==> config.mk <==
export PLATFORM = sky130hd
export DESIGN_NAME = nibble_serial_adder_flat
export DESIGN_NICKNAME = d
export VERILOG_FILES = /design/src/rtl/nibble_serial_adder_if.sv /design/src/rtl/nibble_serial_adder.sv /design/src/flat_wrapper.sv
export SDC_FILE = /design/constraint.sdc
export NUM_CORES = 1
export LEC_CHECK = 0
export ABC_AREA = 1
export CAP_MARGIN = 20
export CORE_MARGIN = 2
export CORE_UTILIZATION = 48
export DETAILED_ROUTE_END_ITERATION = 10
export GPL_TIMING_DRIVEN = 0
export PLACE_DENSITY = 0.8
export REMOVE_ABC_BUFFERS = 1
export SLEW_MARGIN = 20
export SYNTH_ARGS = -nofsm -noshare
export SYNTH_HDL_FRONTEND = slang
export SYNTH_SLANG_ARGS = --single-unit
==> constraint.sdc <==
create_clock -name clk -period 5.9 [get_ports clk]
set_clock_uncertainty 0.05 [all_clocks]
set_input_delay 1.18 -clock clk [delete_from_list [all_inputs] [get_ports clk]]
set_output_delay 1.18 -clock clk [all_outputs]
set_load 0.005 [all_outputs]
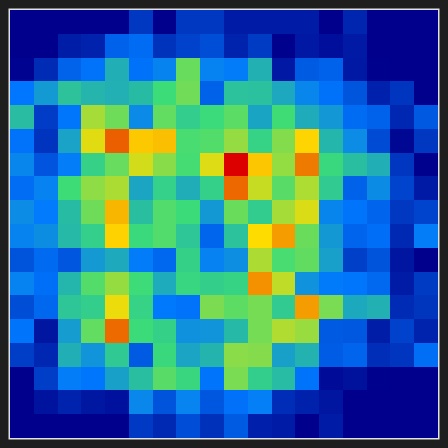
Figure 1: wire density map.
The die is cut into 18 by 18 equal tiles; dark blue is low, red is high, scaled to the fullest tile. Values are wire area over tile area, all layers added.
20% of the tiles are over half the peak. The mean over all tiles is 0.14. The fullest tile reaches 0.48. 13% of the tiles are nearly empty.
Global Route Usage Sum: 20.5%
wire length per cell after detailed routing: 12.0 µm
routed vias: 2,880

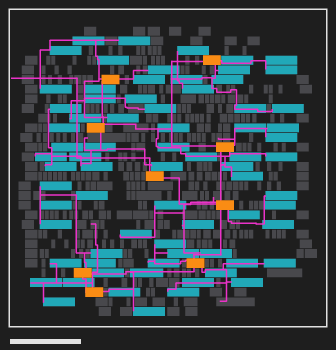
Figure 2: clock wires, drivers and flops.
The bar under the picture is 20 µm long.
clock drivers: in orange, count 9. clock wires: in magenta, length 896 µm. flip-flops: in cyan, count 73.
There are 10 routed clock nets.
part of the power in the clock network: 17.9%
clk_lat worst skew: 360 ps

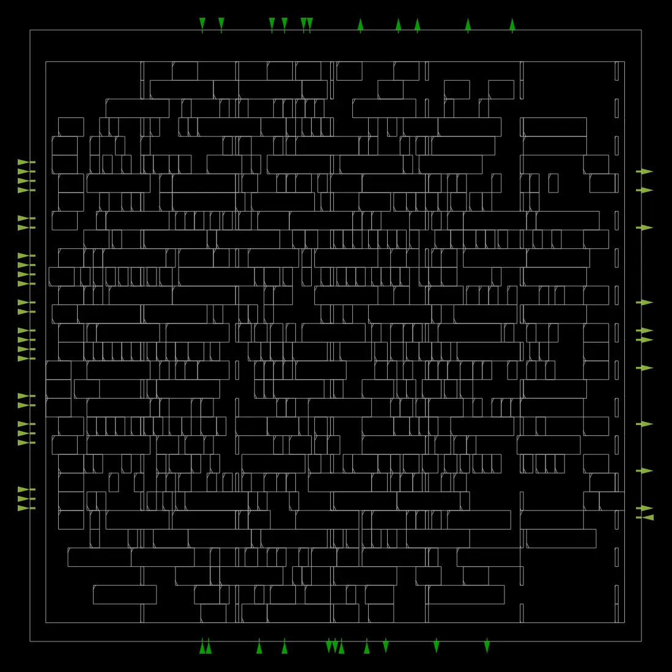
Figure 3: placed standard cells.
final-layout fill cell count: 636
tap cell instance count: 96
Core Footprint: 6870 µm²

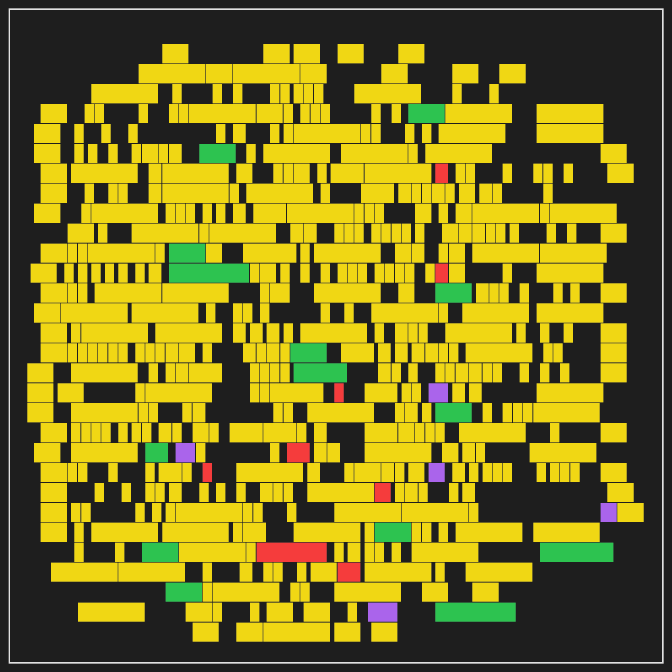
Figure 4: cells by drive strength.
_6 and larger: in green, cells 14, share 2.9%. _3 and _4 cells: in purple, cells 5, share 1.0%. _2 cells: in red, cells 8, share 1.6%. _0 and _1 cells: in yellow, cells 462, share 94%.
buffer count excluding the clock tree in the final layout: 57
min setup slack post-route: 1870 ps
Synth-to-Final Area Change: 24.6%
final cell area excluding filler cells: 4310 µm²

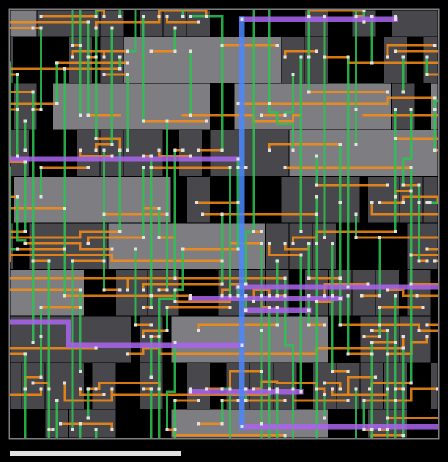
Figure 5: a small window of the routed layout.
The bar under the picture is 10 µm long. Region (32, 50) to (57, 75) µm. Cells in grey, sequential cells in the stronger grey; small squares are vias.
metal 2: in green. metal 3: in purple. metal 4: in blue. metal 1: in orange.
Sequential cells in the window: 8. 68 logic cells have their middle in the window. Most frequent: nand2_1 (33), dfrtp_1 (8), inv_1 (6).

==> ci_impl_report.md <==
## PnR job results

| Metric | Value |
|---|---|
| Status | finished clean |
| P_sw | 0.995 mW |
| Count of standard-cell rows | 30 |
| Part of the total power dissipated in sequential elements | 35.6% |
| Antenna violations before repair | 0 |
| Drt via density | 4.92 |
| DRC | 0 |
| CTS HTree Levels | 3 |
| R2r worst-path depth | 11 |
| Count of warnings emitted by yosys | 0 |
| DR iter-0 viols | 149 |
| Power per Cell Area | 557 nW/µm² |
| Post-synth top cells | 194 x nand2_1, 72 x dfrtp_1, 36 x inv_1 |
| Crit Path Class | reg -> reg |
| FP Core Util | 50.4% |
| Endpoints failing setup | 0 |
| Area share of the largest cell type after synthesis | 52.0% |
| Unrepaired setup endpoints after global routing | false |
| Number of buffers added by the clock tree synthesis step | 9 |
| Max-cap check violation count | 0 |
| Wire length of the first global-routing pass | 12,400 µm |
| Total Neg Setup Slack | 0 ps |
| R2r setup slk | 1870 ps |
| Fraction of final layout cells with drive strength greater than 1 | 5.52% |
| CTS sink count | 73 |
| DRT Wirelength | 7030 µm |
| Highest attainable clock frequency | 248 MHz |
| Layout net count | 532 |
| P_int | 1.41 mW |
| TritonCTS clock tree | built |
| Root Driver | clkbuf_8 |
| LEAKAGE | 2.16 nW |
| Critical path, cell by cell | clkinv_1, o21ai_0, o22ai_1, fa_1, inv_1, fa_1, nor2_1, nand2_1, o22ai_1, nand2_1, o21ai_0 |
| Number of buffers inserted to repair setup after CTS | 0 |
| Number of standard cells in the layout, taps in and fillers out | 585 |
| Antenna fix cells | 0 |
| Resize count post-CTS | 0 |
| Chip area | 7910 µm² |
| Maximum net fanout on the critical path | 27 |
| Type of origin of the critical path | flip-flop |
| Min-delay worst type | reg -> reg |
| Number of placed instances with taps included | 569 |
-- worst max-delay path, delay by kind of cell, from the launching register on --
kind	cells	cell delay, ps
buffers and inverters	2	880
DFF	1	920
AOI/OAI and AO/OA	4	850
and+or+nand+nor	3	320
adders and majority gates	2	910
-- placed cells by master, fill, tap and decap left out, types with 2 or more instances in the layout --
cell type        instances
nand2_1                193
dfrtp_1                 72
clkdlybuf4s50_1         56
inv_1                   35
o21ai_0                 33
nor2_1                  25
o22ai_1                 15
nand3_1                 10
ha_1                     9
clkbuf_8                 9
a21oi_1                  4
inv_2                    2
inv_4                    2
nand4_1                  2
a32oi_1                  2
fa_1                     2
clkinvlp_4               2
bufinv_16                2
clkinv_2                 2
-- power by group through the flow --
stage          combinational (mW)  clock, mW  sequential (mW)
6_report                     1.12      0.429            0.855
5_1_grt                      1.29      0.462            0.883
4_1_cts                      1.13      0.439            0.856
3_5_place_dp                 1.12          0            0.864
3_3_place_gp                 1.08          0            0.853
2_1_floorplan               0.761          0            0.835
-- metal layers --
metal	global-route usage (%)	vias to the layer above	wire length [µm]
met4	7.58	0	91
li1	-	1457	-
met5	0	-	0
met1	24.2	1334	3030
met3	4.99	10	405
met2	36.2	79	3500
-- metrics by stage --
stage | hold slack [ps] | utilization (%) | worst slack, ps
floorplan | 394 | - | 2820
global placement | 406 | 59.1 | 1710
detailed placement | 411 | 59.6 | 1900
CTS | 430 | 62.8 | 1890
global route | 439 | 62.8 | 1460
finish | 428 | 62.8 | 1870
-- logic make-up after synthesis --
kind of cell    after synthesis  share of synthesized area, %
flops                        73                          52.8
buf+inv                      56                          6.72
simple gates                234                          26.6
compound gates               58                          9.47
fa+ha+maj                    11                          4.41
-- final cells by class --
type | count | area (µm²)
flip-flops and latches | 73 | 1830
inverters | 40 | 155
fillers | 636 | 2560
clock buffers | 9 | 124
repair buffers | 57 | 588
multi-input cells | 303 | 1400
well taps | 96 | 120
clock inverters | 7 | 93.8
No activity file was given, so power comes from the tool's default toggle rates.
